**config.mk**
```make
export PLATFORM = sky130hd
export DESIGN_NAME = seg_scan_mux
export DESIGN_NICKNAME = d
export VERILOG_FILES = /design/src/rtl/seg_scan_mux.sv
export SDC_FILE = /design/constraint.sdc
export NUM_CORES = 1
export LEC_CHECK = 0
export CAP_MARGIN = 5
export CORE_MARGIN = 5
export CORE_UTILIZATION = 45
export CTS_BUF_LIST = sky130_fd_sc_hd__clkbuf_16
export DETAILED_ROUTE_END_ITERATION = 8
export DONT_BUFFER_PORTS = 1
export SLEW_MARGIN = 20
export SYNTH_ARGS = -nofsm -noshare
export SYNTH_HDL_FRONTEND = slang
export SYNTH_SLANG_ARGS = --single-unit
```
**constraint.sdc**
```tcl
create_clock -name clk -period 4.1 [get_ports clk]
set_input_delay 1.23 -clock clk [delete_from_list [all_inputs] [get_ports clk]]
set_output_delay 1.23 -clock clk [all_outputs]
set_load 0.01 [all_outputs]
```
**src/rtl/seg_scan_mux.sv**
```systemverilog
// Two-digit 7-segment scan multiplexer with per-frame digit snapshot and blanking guard.
// Optional build macro LEADING_ZERO_BLANK_EN darkens the tens slot when the latched tens digit is 0.
module seg_scan_mux #(
  parameter int REFRESH_DIV  = 1000,
  parameter int BLANK_CYCLES = 2,
  parameter int CNT_W        = 16
) (
  input  logic       clk,
  input  logic       reset,
  input  logic       en,
  input  logic [3:0] ones,
  input  logic [3:0] tens,
  output logic [0:6] seg,
  output logic [1:0] an,
  output logic       frame_tick
);

  typedef enum logic [2:0] {IDLE, B_ONES, S_ONES, B_TENS, S_TENS} state_t;

  localparam logic [CNT_W-1:0] BLANK_LAST = CNT_W'(BLANK_CYCLES - 1);
  localparam logic [CNT_W-1:0] SLOT_LAST  = CNT_W'(REFRESH_DIV - 1);

  state_t             state, state_nxt;
  logic [CNT_W-1:0]   timer, timer_nxt;
  logic [3:0]         ones_q, tens_q, ones_nxt, tens_nxt;
  logic [0:6]         seg_nxt;
  logic [1:0]         an_nxt;
  logic               enter_frame;

  function automatic logic [0:6] decode(input logic [3:0] d);
    case (d)
      4'd0:    decode = 7'b1111110;
      4'd1:    decode = 7'b0110000;
      4'd2:    decode = 7'b1101101;
      4'd3:    decode = 7'b1111001;
      4'd4:    decode = 7'b0110011;
      4'd5:    decode = 7'b1011011;
      4'd6:    decode = 7'b1011111;
      4'd7:    decode = 7'b1110000;
      4'd8:    decode = 7'b1111111;
      4'd9:    decode = 7'b1111011;
      default: decode = 7'b0000001;
    endcase
  endfunction

  // NOTE: every signal written here gets a default first so no path leaves it unassigned (no latch).
  always_comb begin
    state_nxt = state;
    timer_nxt = timer + 1'b1;
    if (!en) begin
      state_nxt = IDLE;
      timer_nxt = '0;
    end else begin
      case (state)
        IDLE: begin
          state_nxt = B_ONES;
          timer_nxt = '0;
        end
        B_ONES: if (timer == BLANK_LAST) begin
          state_nxt = S_ONES;
          timer_nxt = '0;
        end
        S_ONES: if (timer == SLOT_LAST) begin
          state_nxt = B_TENS;
          timer_nxt = '0;
        end
        B_TENS: if (timer == BLANK_LAST) begin
          state_nxt = S_TENS;
          timer_nxt = '0;
        end
        S_TENS: if (timer == SLOT_LAST) begin
          state_nxt = B_ONES;
          timer_nxt = '0;
        end
        default: begin
          state_nxt = IDLE;
          timer_nxt = '0;
        end
      endcase
    end

    // Snapshot only on entry to B_ONES so a frame never mixes old and new digits.
    enter_frame = (state_nxt == B_ONES) && (state != B_ONES);
    ones_nxt    = enter_frame ? ones : ones_q;
    tens_nxt    = enter_frame ? tens : tens_q;

    // Outputs are computed for the next state so the registered outputs line up with it.
    seg_nxt = '0;
    an_nxt  = 2'b00;
    case (state_nxt)
      S_ONES: begin
        an_nxt  = 2'b01;
        seg_nxt = decode(ones_nxt);
      end
      S_TENS: begin
`ifdef LEADING_ZERO_BLANK_EN
        if (tens_nxt != 4'd0) begin
          an_nxt  = 2'b10;
          seg_nxt = decode(tens_nxt);
        end
`else
        an_nxt  = 2'b10;
        seg_nxt = decode(tens_nxt);
`endif
      end
      default: ;
    endcase
  end

  // NOTE: sequential state uses non-blocking assignments so all registers update from pre-edge values.
  always_ff @(posedge clk or posedge reset) begin
    if (reset) begin
      state      <= IDLE;
      timer      <= '0;
      ones_q     <= '0;
      tens_q     <= '0;
      seg        <= '0;
      an         <= 2'b00;
      frame_tick <= 1'b0;
    end else begin
      state      <= state_nxt;
      timer      <= timer_nxt;
      ones_q     <= ones_nxt;
      tens_q     <= tens_nxt;
      seg        <= seg_nxt;
      an         <= an_nxt;
      frame_tick <= enter_frame;
    end
  end

endmodule

```
### Placed cells, one color a class, run 1

(6 px per um)
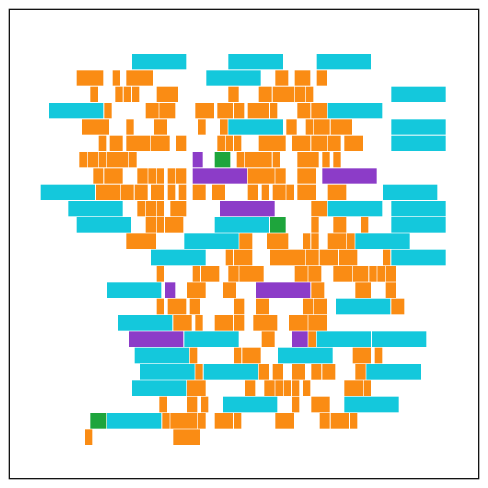
[orange] all other logic | cells: 179 | share of their area: 51%
[green] other buffers and delay cells | cells: 3 | share of their area: 1.0%
[cyan] flip-flops | cells: 37 | share of their area: 42%
[purple] clock drivers and dummy loads | cells: 8 | share of their area: 6.4%

### Metal 3, run 1

(4 px per um)
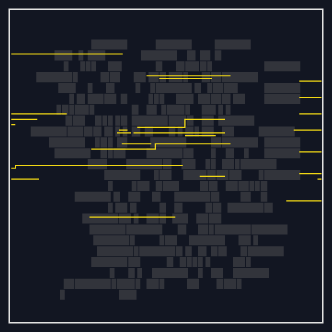
longest straight run: 41.6 um
wire length on this layer: 303 um
share of all routed wire: 7.0%
main direction: horizontal
nets with wire on the layer: 23

### Cells by drive strength, run 1

(4 px per um)
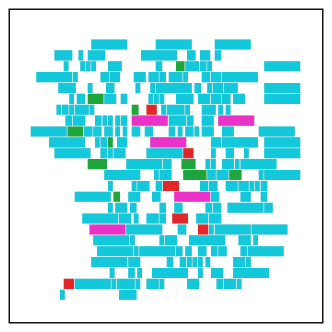
[magenta] drive 6 and up | cells: 5 | share: 2.2%
[cyan] drive 1 or less | cells: 206 | share: 91%
[green] drive 2 | cells: 10 | share: 4.4%
[red] drive 3 to 4 | cells: 6 | share: 2.6%

### Wire density map, run 1

(4 px per um) 16 x 16 tiles, from dark purple (low) to yellow (high), scaled to the fullest tile. Values are wire area over tile area, all layers added.
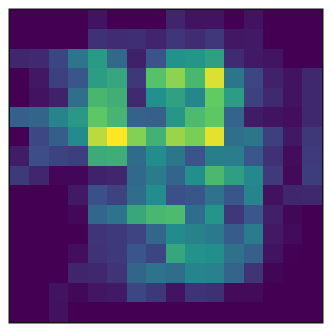
tiles over half the peak: 15%
fullest tile: 0.51
nearly empty tiles: 27%

==> reports/qor_table.md, run 1 <==
| Result | This run | Unit |
|---|---|---|
| # Max-Cap Violations | 0 | - |
| Clock net power | 369 | uW |
| Most frequent standard cell in the layout excluding fill and tap cells | dfrtp_1 | - |
| Number of global-route vias before repair | 1495 | - |
| Required time reported for the critical path endpoint | 4.27 | ns |
| Relative area of clock buffers and inverters in the final design | 6.26 | % |
| Power consumed by sequential cells | 416 | uW |
| Uppermost routed layer | met4 | - |
| Total global-route track usage | 15.0 | % |
| Portion of the post-synthesis area used by sequential elements | 44.5 | % |
| Slack of the worst reg-to-reg path | 1.13 | ns |
| Final number of setup-violating endpoints | 0 | - |
| Buf/Inv on CP | 3 | - |
| Fraction of registers with async set or reset after synthesis | 100 | % |
| WS Path Type | reg -> reg | - |
| Cells along the critical path | or4_4 > o41ai_2 > nand3_2 > buf_4 > mux2i_1 > inv_1 > ha_1 > inv_1 > or3_1 > a22o_1 | - |
| Top cell family by delay on the critical path | simple AND/OR/NAND/NOR gates | - |
| Number of cells on the worst reg-to-reg path | 10 | - |
| Register fraction of the total cell area | 40.6 | % |
| Most repeated library cell on the critical path | inv_1 | - |
| Met2 track utilization from global routing | 21.1 | % |
| Final critical-path share of the clock period | 72.5 | % |
| Max FO, Critical Path | 21 | - |
| Routed wire length | 4.30 | mm |
| Number of sinks handled by clock tree synthesis | 37 | - |
| Setup repair after global routing missed its margin | false | - |
| Area of the placeable core | 4410 | um2 |
| Cell row count | 24 | - |
| Post-Synthesis Cell Area | 2080 | um2 |
| Detailed Routing Iterations Pass 1 | 4 | - |
| Number of antenna cells inserted | 0 | - |
| Cell area reported after detailed placement | 2140 | um2 |
| Via count | 1578 | - |
| Number of buffers outside the clock class in the layout | 3 | - |
| Final Instance Area | 2280 | um2 |
| Signal inverters | 17 | - |
| Global-route track usage on met3 | 5.21 | % |
| Post-Synthesis Mean Instance Area | 9.37 | um2 |
| Chip Width | 78.0 | um |
| Met1 layer usage reported by global route | 21.9 | % |
| Register cell area after layout | 926 | um2 |
| I/O pin cnt | 21 | - |
| Max reg flops | 16 | - |
| Number of H-tree levels | 2 | - |
| Area-dominant class | combinational gates | - |
| Post-Route Skew | 0.00678 | ns |
| Cell variety after synth | 45 | - |
| Cell Int Power | 681 | uW |
| Net count entering floorplan | 241 | - |
| Clock period minus final worst setup slack | 2.97 | ns |
| Wire length of the first global-routing pass | 7.33 | mm |
| Met3 routed WL | 302 | um |
| Most numerous logic cells after layout | dfrtp_1, nor2_1, nand2_1, inv_1, nand3_1 | - |
| Worst-case vdd ir drop | 0.209 | mV |
| FF-to-FF Start | timer[13]$_DFF_PP0_ | - |
| Tap cell count | 52 | - |
| Pwr dens | 421 | nW/um2 |
| Status | completed | - |
| Number of clock buffer instances in the layout | 5 | - |
| Arrival time at the worst endpoint | 3.14 | ns |
| Prevailing post-synth register cell | dfrtp_1 | - |
| Share of the synthesized area in the top cell type | 44.5 | % |
| Starting Density | 47.1 | % |
| CTS Hold Buffers Added | 0 | - |
| Tally of filler cells in the layout | 417 | - |
run 1: synth_stat cells, types with 3 or more instances:
library cell,n
or3_1,3
nor2_1,29
a21oi_1,3
clkbuf_1,4
ha_1,8
inv_1,16
nor3_1,7
mux2i_1,5
xor2_1,9
a22o_1,3
nor4_1,5
o22ai_1,3
dfrtp_1,37
nand2_1,18
nand4_1,3
and3_1,3
nand2b_1,6
o311ai_0,3
nand3_1,15
xnor2_1,7
o21ai_0,4
run 1: cells by family after synthesis:
group	Yosys count	synth area share [%]
muxes	8	4.15
DFF	37	44.5
xor gates and xnor gates	16	6.74
buffers and inverters	23	4.57
adders and majority gates	8	4.81
AOI/OAI and AO/OA	29	10.6
and+or+nand+nor	101	24.6
### The clock network, run 1

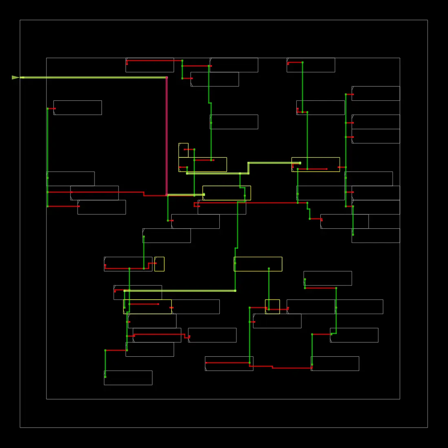

==> run 2: changes to the inputs <==
clock period = 2.7 ns   (was 4.1 ns; I/O delays follow)
### The clock network, run 2

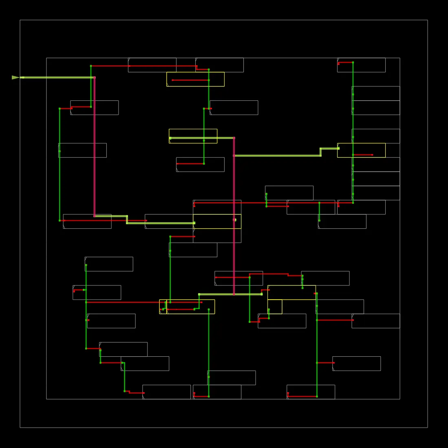
number of sinks handled by clock tree synthesis: 37
Post-Route Skew: 0.00312 ns
clock buffer count from CTS: 5
flip-flop and latch count: 37
Clock net power: 655 uW

==> run 2 against run 1 <==
- the flow now finishes with violations (setup timing)
- total power increased by 72%
- cell area increased by 14%
- area after synthesis unchanged
- critical path depth decreased by 2
- clock power increased by 78%
- sequential cell count unchanged
- die area unchanged
- non-clock buffer count increased by 23
==> reports/qor_table.md, run 2 <==
| Result | This run | Unit |
|---|---|---|
| Synth Area in Adders | 4.81 | % |
| Failing checks | setup timing | - |
| Number of buffers outside the clock class in the layout | 26 | - |
| Final worst setup slack | -0.0311 | ns |
| Cell variety after synth | 45 | - |
| Wire length of the first global-routing pass | 8.22 | mm |
| Chip Width | 78.0 | um |
| WS Path Type | reg -> reg | - |
| Relative area of clock buffers and inverters in the final design | 6.42 | % |
| Post-Synthesis Cell Area | 2080 | um2 |
| Pwr dens | 638 | nW/um2 |
| Cells along the critical path | or4_4 > o41ai_4 > nand3_2 > buf_12 > buf_4 > mux2_2 > or3_1 > a22o_1 | - |
| Tap cell count | 52 | - |
| CTS Hold Buffers Added | 0 | - |
| Number of clock buffer instances in the layout | 5 | - |
| Routed wire length | 4.90 | mm |
| Final Instance Area | 2590 | um2 |
| Most numerous logic cells after layout | dfrtp_1, nor2_1, buf_4, nand2_1, nand3_1 | - |
| Max FO, Critical Path | 7 | - |
| Cell row count | 24 | - |
| Clock period minus final worst setup slack | 2.73 | ns |
| Fraction of registers with async set or reset after synthesis | 100 | % |
| Via count | 1683 | - |
| Post-Synthesis Mean Instance Area | 9.37 | um2 |
| Detailed Routing Iterations Pass 1 | 4 | - |
| Status | finished with violations | - |
| Portion of the post-synthesis area used by sequential elements | 44.5 | % |
| Most frequent standard cell in the layout excluding fill and tap cells | dfrtp_1 | - |
| Area fraction in and, or, nand and nor cells | 24.6 | % |
| Cell area reported after detailed placement | 2280 | um2 |
| Total global-route track usage | 16.7 | % |
| Final critical-path share of the clock period | 101 | % |
| Top cells by instance count after synthesis | dfrtp_1, nor2_1, nand2_1, inv_1, nand3_1 | - |
| Prevailing post-synth register cell | dfrtp_1 | - |
| Worst-case vdd ir drop | 0.285 | mV |
| Max reg flops | 16 | - |
| Dominant kind of combinational cell | simple AND/OR/NAND/NOR gates | - |
| Number of H-tree levels | 2 | - |
| Area-dominant class | combinational gates | - |
| Arrival time at the worst endpoint | 2.90 | ns |
| Final number of setup-violating endpoints | 2 | - |
| Number of cells on the worst reg-to-reg path | 8 | - |
| I/O pin cnt | 21 | - |
| XORs/XNORs by Area | 6.74 | % |
| Share of the synthesized area in the top cell type | 44.5 | % |
| Register fraction of the total cell area | 35.7 | % |
[run 2: cell types whose count changed in the layout (fill, tap and decap cells not counted), moves of 2 or more]
cell	previous run	this run
buf_4	3	24
inv_1	16	10
inv_2	1	7
ha_1	8	5
ha_2	0	3
mux2i_1	5	2
clkinv_2	2	0
mux2i_4	0	2
[run 2: metal layers]
layer / GRT usage (%) / vias up / part of all wire, %
li1: - / 832 / -
met1: 23.7 / 796 / 48
met2: 24.0 / 47 / 43
met3: 6.02 / 8 / 8.1
met4: 4.56 / 0 / 1.4
met5: 0 / - / 0
[run 2: power by group]
| part | switching, mW | leakage [nW] | total [mW] | internal (mW) |
|---|---|---|---|---|
| logic | 0.197 | 0.581 | 0.361 | 0.164 |
| registers | 0.0454 | 0.495 | 0.638 | 0.593 |
| clock network | 0.223 | 0.0775 | 0.655 | 0.432 |
Power is estimated from default activity; no workload was simulated.
